Fig. 1: port wiring
The bar under the picture is 50 µm long.
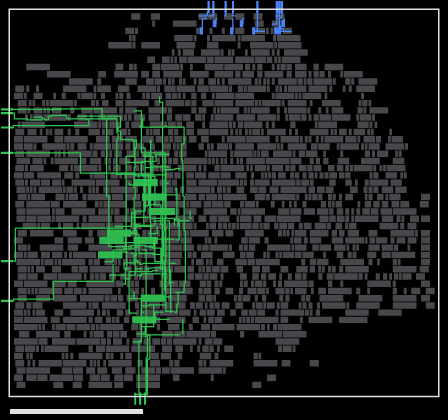
Fig. 2: congestion heat map
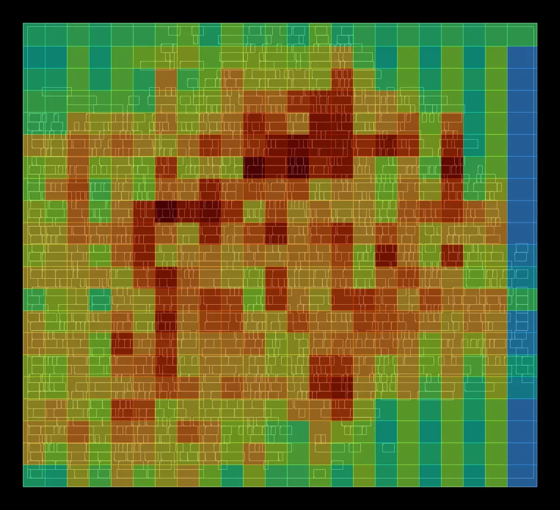
Fig. 3: power grid
The bar under the picture is 50 µm long. Pins as bars on the die edge.
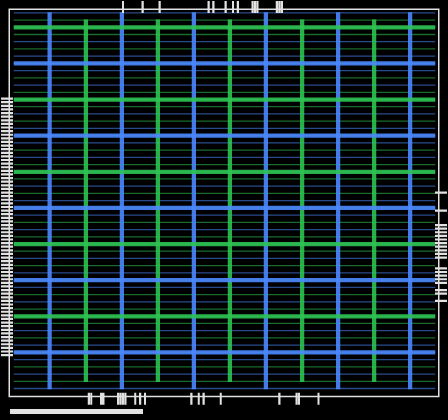
Fig. 4: cells coloured by class
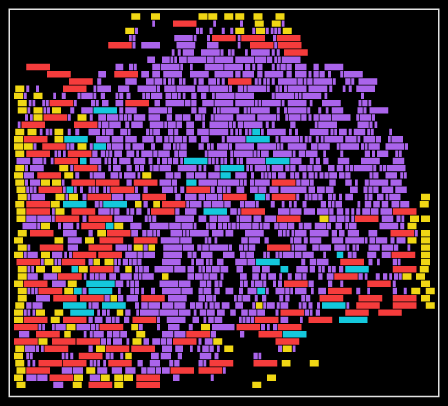
File: src/rtl/lcd_pkg.sv
// Shared definitions for the LT24 frame sequencer: frame modes, colours,
// display geometry, sequencer state encoding and a window span helper.
package lcd_pkg;

  localparam int LCD_WIDTH  = 240;
  localparam int LCD_HEIGHT = 320;

  localparam logic [1:0] MODE_SOLID  = 2'd0;
  localparam logic [1:0] MODE_ROM    = 2'd1;
  localparam logic [1:0] MODE_WINDOW = 2'd2;

  localparam logic [15:0] BLACK  = 16'h0000;
  localparam logic [15:0] GREEN  = 16'h07E0;
  localparam logic [15:0] RED    = 16'hF800;
  localparam logic [15:0] BLUE   = 16'h001F;
  localparam logic [15:0] YELLOW = 16'hFFE0;

  typedef enum logic [2:0] {
    ST_IDLE  = 3'd0,
    ST_PIXEL = 3'd1,
    ST_FETCH = 3'd2,
    ST_WRITE = 3'd3,
    ST_DONE  = 3'd4
  } seq_state_t;

  // True when start <= pos < start+len. Operands are 10 bits wide so that
  // start+len (at most 511+511) never wraps.
  function automatic logic in_span(input logic [9:0] pos,
                                   input logic [9:0] start,
                                   input logic [9:0] len);
    return (pos >= start) && (pos < (start + len));
  endfunction

endpackage

File: src/rtl/lcd_raster_counter.sv
// Raster position counter: x runs fastest, wraps at WIDTH-1 and carries
// into y; last_pixel flags the bottom-right pixel of the frame.
module lcd_raster_counter #(
  parameter int WIDTH  = 240,
  parameter int HEIGHT = 320
) (
  input  logic       clock,
  input  logic       resetApp,
  input  logic       clear,
  input  logic       advance,
  output logic [7:0] x_count,
  output logic [8:0] y_count,
  output logic       last_pixel
);

  logic [7:0] x_r;
  logic [8:0] y_r;
  logic       x_last_s;
  logic       y_last_s;

  assign x_last_s   = (x_r == 8'(WIDTH - 1));
  assign y_last_s   = (y_r == 9'(HEIGHT - 1));
  assign last_pixel = x_last_s && y_last_s;
  assign x_count    = x_r;
  assign y_count    = y_r;

  // Position register: clear to the origin, or step one pixel on advance.
  always_ff @(posedge clock or posedge resetApp) begin
    if (resetApp) begin
      x_r <= 8'd0;
      y_r <= 9'd0;
    end else if (clear) begin
      x_r <= 8'd0;
      y_r <= 9'd0;
    end else if (advance) begin
      if (x_last_s) begin
        x_r <= 8'd0;
        y_r <= y_last_s ? 9'd0 : (y_r + 9'd1);
      end else begin
        x_r <= x_r + 8'd1;
      end
    end else begin
      x_r <= x_r;
      y_r <= y_r;
    end
  end

endmodule

File: src/rtl/lcd_frame_sequencer.sv
// Full-frame redraw sequencer for the LT24 pixel interface. Each pixel is
// either the latched fill colour or an image ROM word, written in raster
// order with a ready/valid handshake toward LT24Display.
module lcd_frame_sequencer
  import lcd_pkg::*;
#(
  parameter int WIDTH       = LCD_WIDTH,
  parameter int HEIGHT      = LCD_HEIGHT,
  parameter int ROM_AW      = 17,
  parameter int ROM_LATENCY = 2
) (
  input  logic              clock,
  input  logic              resetApp,
  input  logic              frameReq,
  input  logic [1:0]        frameMode,
  input  logic [15:0]       fillColour,
  input  logic [7:0]        winX0,
  input  logic [8:0]        winY0,
  input  logic [7:0]        winW,
  input  logic [8:0]        winH,
  output logic              frameBusy,
  output logic              frameDone,
  output logic [ROM_AW-1:0] romAddr,
  input  logic [15:0]       romQ,
  output logic [7:0]        xAddr,
  output logic [8:0]        yAddr,
  output logic [15:0]       pixelData,
  output logic              pixelWrite,
  input  logic              pixelReady
);

  seq_state_t        state_r;
  logic [1:0]        mode_r;
  logic [15:0]       fill_r;
  logic [7:0]        win_x0_r;
  logic [8:0]        win_y0_r;
  logic [7:0]        win_w_r;
  logic [8:0]        win_h_r;
  logic [7:0]        lat_r;

  logic [7:0]        x_s;
  logic [8:0]        y_s;
  logic              last_s;
  logic              accept_s;
  logic              advance_s;
  logic              in_win_s;
  logic              rom_pix_s;
  logic [ROM_AW-1:0] lin_addr_s;
  logic [ROM_AW-1:0] win_addr_s;
  logic [ROM_AW-1:0] rom_addr_s;

  assign accept_s  = (state_r == ST_IDLE) && frameReq;
  assign advance_s = (state_r == ST_WRITE) && pixelReady;
  assign xAddr     = x_s;
  assign yAddr     = y_s;

  lcd_raster_counter #(
    .WIDTH  (WIDTH),
    .HEIGHT (HEIGHT)
  ) u_raster (
    .clock      (clock),
    .resetApp   (resetApp),
    .clear      (accept_s),
    .advance    (advance_s),
    .x_count    (x_s),
    .y_count    (y_s),
    .last_pixel (last_s)
  );

  // Classify the current pixel and form both candidate ROM addresses.
  always_comb begin
    in_win_s   = in_span({2'b00, x_s}, {2'b00, win_x0_r}, {2'b00, win_w_r}) &&
                 in_span({1'b0, y_s}, {1'b0, win_y0_r}, {1'b0, win_h_r});
    lin_addr_s = ROM_AW'(y_s) * ROM_AW'(WIDTH) + ROM_AW'(x_s);
    win_addr_s = ROM_AW'(y_s - win_y0_r) * ROM_AW'(win_w_r) + ROM_AW'(x_s - win_x0_r);
    rom_pix_s  = 1'b0;
    rom_addr_s = lin_addr_s;
    case (mode_r)
      MODE_ROM: begin
        rom_pix_s  = 1'b1;
        rom_addr_s = lin_addr_s;
      end
      MODE_WINDOW: begin
        rom_pix_s  = in_win_s;
        rom_addr_s = win_addr_s;
      end
      default: begin
        rom_pix_s  = 1'b0;
        rom_addr_s = lin_addr_s;
      end
    endcase
  end

  // Frame sequencer FSM with registered handshake, status and ROM outputs.
  always_ff @(posedge clock or posedge resetApp) begin
    if (resetApp) begin
      state_r    <= ST_IDLE;
      mode_r     <= 2'd0;
      fill_r     <= 16'd0;
      win_x0_r   <= 8'd0;
      win_y0_r   <= 9'd0;
      win_w_r    <= 8'd0;
      win_h_r    <= 9'd0;
      lat_r      <= 8'd0;
      frameBusy  <= 1'b0;
      frameDone  <= 1'b0;
      romAddr    <= {ROM_AW{1'b0}};
      pixelData  <= 16'd0;
      pixelWrite <= 1'b0;
    end else begin
      case (state_r)
        ST_IDLE: begin
          frameDone <= 1'b0;
          if (frameReq) begin
            mode_r    <= frameMode;
            fill_r    <= fillColour;
            win_x0_r  <= winX0;
            win_y0_r  <= winY0;
            win_w_r   <= winW;
            win_h_r   <= winH;
            frameBusy <= 1'b1;
            state_r   <= ST_PIXEL;
          end else begin
            state_r   <= ST_IDLE;
          end
        end
        ST_PIXEL: begin
          if (rom_pix_s) begin
            romAddr <= rom_addr_s;
            lat_r   <= 8'(ROM_LATENCY - 1);
            state_r <= ST_FETCH;
          end else begin
            pixelData  <= fill_r;
            pixelWrite <= 1'b1;
            state_r    <= ST_WRITE;
          end
        end
        ST_FETCH: begin
          if (lat_r == 8'd0) begin
            pixelData  <= romQ;
            pixelWrite <= 1'b1;
            state_r    <= ST_WRITE;
          end else begin
            lat_r <= lat_r - 8'd1;
          end
        end
        ST_WRITE: begin
          if (pixelReady) begin
            pixelWrite <= 1'b0;
            if (last_s) begin
              frameDone <= 1'b1;
              frameBusy <= 1'b0;
              state_r   <= ST_DONE;
            end else begin
              state_r   <= ST_PIXEL;
            end
          end else begin
            state_r <= ST_WRITE;
          end
        end
        ST_DONE: begin
          frameDone <= 1'b0;
          state_r   <= ST_IDLE;
        end
        default: begin
          frameBusy  <= 1'b0;
          frameDone  <= 1'b0;
          pixelWrite <= 1'b0;
          state_r    <= ST_IDLE;
        end
      endcase
    end
  end

endmodule

File: config.mk
export PLATFORM = sky130hd
export DESIGN_NAME = lcd_frame_sequencer
export DESIGN_NICKNAME = d
export VERILOG_FILES = /design/src/rtl/lcd_pkg.sv /design/src/rtl/lcd_raster_counter.sv /design/src/rtl/lcd_frame_sequencer.sv
export SDC_FILE = /design/constraint.sdc
export NUM_CORES = 1
export LEC_CHECK = 0
export CORE_ASPECT_RATIO = 0.9
export CORE_UTILIZATION = 50
export CTS_BUF_LIST = sky130_fd_sc_hd__clkbuf_4 sky130_fd_sc_hd__clkbuf_8 sky130_fd_sc_hd__clkbuf_16
export CTS_CLUSTER_DIAMETER = 60
export DETAILED_ROUTE_END_ITERATION = 7
export PLACE_DENSITY = 0.79
export SYNTH_ARGS = -nofsm -noshare
export SYNTH_HDL_FRONTEND = slang
export SYNTH_SLANG_ARGS = --single-unit
File: constraint.sdc
create_clock -name clock -period 8.5 [get_ports clock]
set_input_delay 1.7 -clock clock [delete_from_list [all_inputs] [get_ports clock]]
set_output_delay 1.7 -clock clock [all_outputs]
set_load 0.05 [all_outputs]
==> results.py <==
# Metrics from the implementation run
metrics = {
    "run_status": {
        "status": "completed",
    },
    "detailed_routing": {
        "routed.top_layer": "met4",
        "wl_met1_um": 12500,
        "vias": 9422,
        "drt_iter0_drc": 538,
        "drc": 0,
        "wl_met2_um": 13500,
        "drt_wl_total_um": 29000,
        "viasPerCell": 5.59,
        "drt_first_pass_iters": 4,
        "ant_nets": 0,
        "met3_length_um": 1820,
    },
    "worst_setup_path": {
        "cpMostUsedCell": "fa_1",
        "crit_required_ns": 8.80,
        "path_delay_family": "adder cells",
        "worst-path-max-fanout": 10,
        "crit_chain": "ha_1, a21oi_1, nand2b_1, a31oi_1, a21o_1, a21oi_1, nand2_1, fa_1, inv_1, fa_1, fa_1, fa_1, inv_1, fa_1, inv_1, ha_1, or3_1, nor3_1, nor2_1, a41o_1, o41ai_1, xnor3_1, nor2b_1, o31ai_1",
        "critPathArrivalTime_ns": 7.69,
        "cp_slowest_cell": "dfrtp_1",
        "start_kind": "register",
        "crit_path_end_kind": "register",
        "cp.buffers_inverters": 3,
        "slowest_delay_ns": 0.63,
        "path_class": "register to register",
    },
    "global_routing": {
        "grt_pass1_wl_um": 48100,
        "grt_pass1_vias": 9698,
        "grt_overflow": 0,
        "grt_max_degree": 67,
        "antenna_found_initial": 0,
        "track_usage_pct": 26.2,
    },
    "timing": {
        "finalCriticalPeriod_ns": 7.39,
        "rsz0062_at_grt": "no",
        "slew_viol_final": 0,
        "tns_ns": 0,
        "worst_pin_slew_ns": 0.879,
        "slew-limit-headroom_pct": 41.2,
        "period_used_pct": 86.9,
        "hold_violations": 0,
        "setup_viol": 0,
        "setup_slack_ns": 1.11,
        "finClkSkew_ns": 0.0266,
        "fmax_mhz": 135,
        "hold_ws_ns": 0.472,
    },
    "floorplan": {
        "taps": 297,
        "core_um2": 22400,
        "fp-row-count": 52,
        "ioPinCount": 125,
        "fp-utilization_pct": 50.8,
        "chipArea_um2": 23400,
    },
    "hold_path": {
        "hold_class": "register to register",
    },
    "cells_and_area": {
        "nMultiInputCombCells": 956,
        "signal_buffers": 136,
        "nClkBuffers": 18,
        "antenna_cells": 0,
        "clock_area_share_pct": 4.48,
        "flop-count": 116,
        "fin_nets": 1661,
        "regArea_um2": 2900,
        "drive_above_1_share_pct": 6.92,
        "sh_seq_area_pct": 21.4,
        "syn2layout_area_growth_pct": 19.0,
        "comb_area_um2": 7780,
        "sh_comb_area_pct": 57.4,
        "fillers": 1868,
        "nNonClkInverters": 148,
        "postLayoutCellArea_um2": 13600,
        "layout.nonclk_buf_share_pct": 9.82,
        "fin_util_pct": 60.4,
        "final_cells": 1685,
        "dominant-cell-class": "combinational gates",
    },
    "clock_tree": {
        "tritoncts": "done",
        "clk_path_buf_depth": 2,
        "htreeDepth": 4,
        "cts-root-buf": "clkbuf_16",
        "clock_latency_ns": 0.44,
        "ctsHoldBuffers": 0,
        "ctsResizeCount": 0,
        "cts_setup_buffers": 0,
        "cts_buffers": 17,
        "cts_sinks": 116,
        "clk_pin_slew_ns": 0.07,
    },
    "logic_synthesis": {
        "simple_gate_share_pct": 16.3,
        "postSynthAreaPerCell_um2": 9.07,
        "netlist-cell-type-count": 74,
        "syn_area_um2": 11400,
        "ys_sh_mux_pct": 4.22,
        "top_logic_kind": "adder cells",
        "synthXorXnorAreaFrac_pct": 5.63,
        "area_leaders": "dfrtp_1 (25%), fa_1 (16%), ha_1 (14%)",
        "synth-edff-count": 0,
        "synth_cells": 1256,
        "yosys_area_um2": 11400,
        "top_area_share_pct": 25.5,
        "fp_nets": 1542,
        "aoi_share_pct": 12.7,
        "ys_seq_share_pct": 25.5,
        "numSynthFlops": 116,
        "synth.largest_area_cell": "dfrtp_1",
        "ys_cells": 1256,
        "ys_sh_adder_pct": 29.5,
        "async_flop_share_pct": 100,
        "ys_warn_count": 0,
        "ff_type": "dfrtp_1",
    },
    "placement": {
        "dp_slack_ns": 1.17,
        "place.gp.congestion": 0.899,
        "place_inst": 1653,
        "dpl_cell_area_um2": 12900,
        "hpwlAfterDp_um": 22200,
        "io_buffers": 124,
    },
    "run": {
        "maxCapViolations": 0,
        "tool_warnings": 39,
    },
}
## Picture notes: Fig. 1
- blue: winW (bits 8; direction input; edge north; end cells 8; buffers 8; wire 72.2 µm)
- green: yAddr (bits 9; direction output; edge 6 west, 3 south; end cells 9; buffers 13; wire 1650 µm)

## Picture notes: Fig. 2
drt wl/cell: 17.2 µm
grt met2 use: 41.4%
met3 GRT Util: 5.17%
GR peak layer: met2
GR Util met1: 34.0%

## Picture notes: Fig. 3
- green: VDD
- blue: VSS
- met1 rails: 53
- met4 straps: 11
- rows: 52
- met5 straps: 10
die height: 145 µm
chip width: 161 µm

## Picture notes: Fig. 4
- yellow: other buffers and delay cells (cells 136)
- cyan: clock drivers and dummy loads (cells 32)
- purple: all other logic (cells 1104)
- red: flip-flops (cells 116)

[sequential cells by signal, indices dropped and copies added (netlist names)]
name and cells:
lat_r 8, u_raster.x_count 8, fill_r 16, frameBusy 1, romAddr 17, win_x0_r 8, pixelData 16, win_y0_r 9
win_w_r 8, mode_r 2, win_h_r 9, pixelWrite 1, state_r 3, frameDone 1, u_raster.y_count 9
[cells in the final DEF (no fill, tap or decap), drive strengths merged, types with 6 or more instances in the layout]
master         netlist  routed
nor2                62      62
and2                37      37
or3                 11      11
nand3               18      18
clkdlybuf4s50        0     124
fa                  91      91
a21o                11      11
o21ai               74      74
mux2i                6       6
and3                 6       6
nand2b               8       8
a21oi               57      57
nor3                15      15
ha                 123     123
nand4                6       6
mux2                34      34
buf                  9      12
nor2b               16      16
o31ai                7       7
inv                148     154
xor2                30      30
o21a                13      13
o21bai              10      10
clkbuf              27      18
nand2              217     217
dfrtp              116     116
a211oi               8       8
xnor2               38      38
[Yosys cell counts (all sizes together), types with 13 or more instances]
cell type	count
a21oi	57
and2	37
clkbuf	27
dfrtp	116
fa	91
ha	123
inv	148
mux2	34
nand2	217
nand3	18
nor2	62
nor2b	16
nor3	15
o21a	13
o21ai	74
xnor2	38
xor2	30
[final timing paths]
path | slack, ns | end | start | cells past startpoint
setup reg to reg | 1.11 | romAddr[16] | u_raster.y_count[3] | 24
hold reg to reg | 0.47 | fill_r[13] | fill_r[13] | 2
max in group asynchronous | 5.44 | win_w_r[3] | resetApp | 3
min in group asynchronous | 1.72 | pixelData[9] | resetApp | 2
hold / removal | 0.47 | fill_r[13] | fill_r[13] | 2
setup / recovery | 1.11 | romAddr[16] | u_raster.y_count[3] | 24
[tightest hold or removal path: stages, from the launching register on]
cell     delay (ns)
dfrtp_1        0.34
nand2_1        0.05
nand2_1        0.05
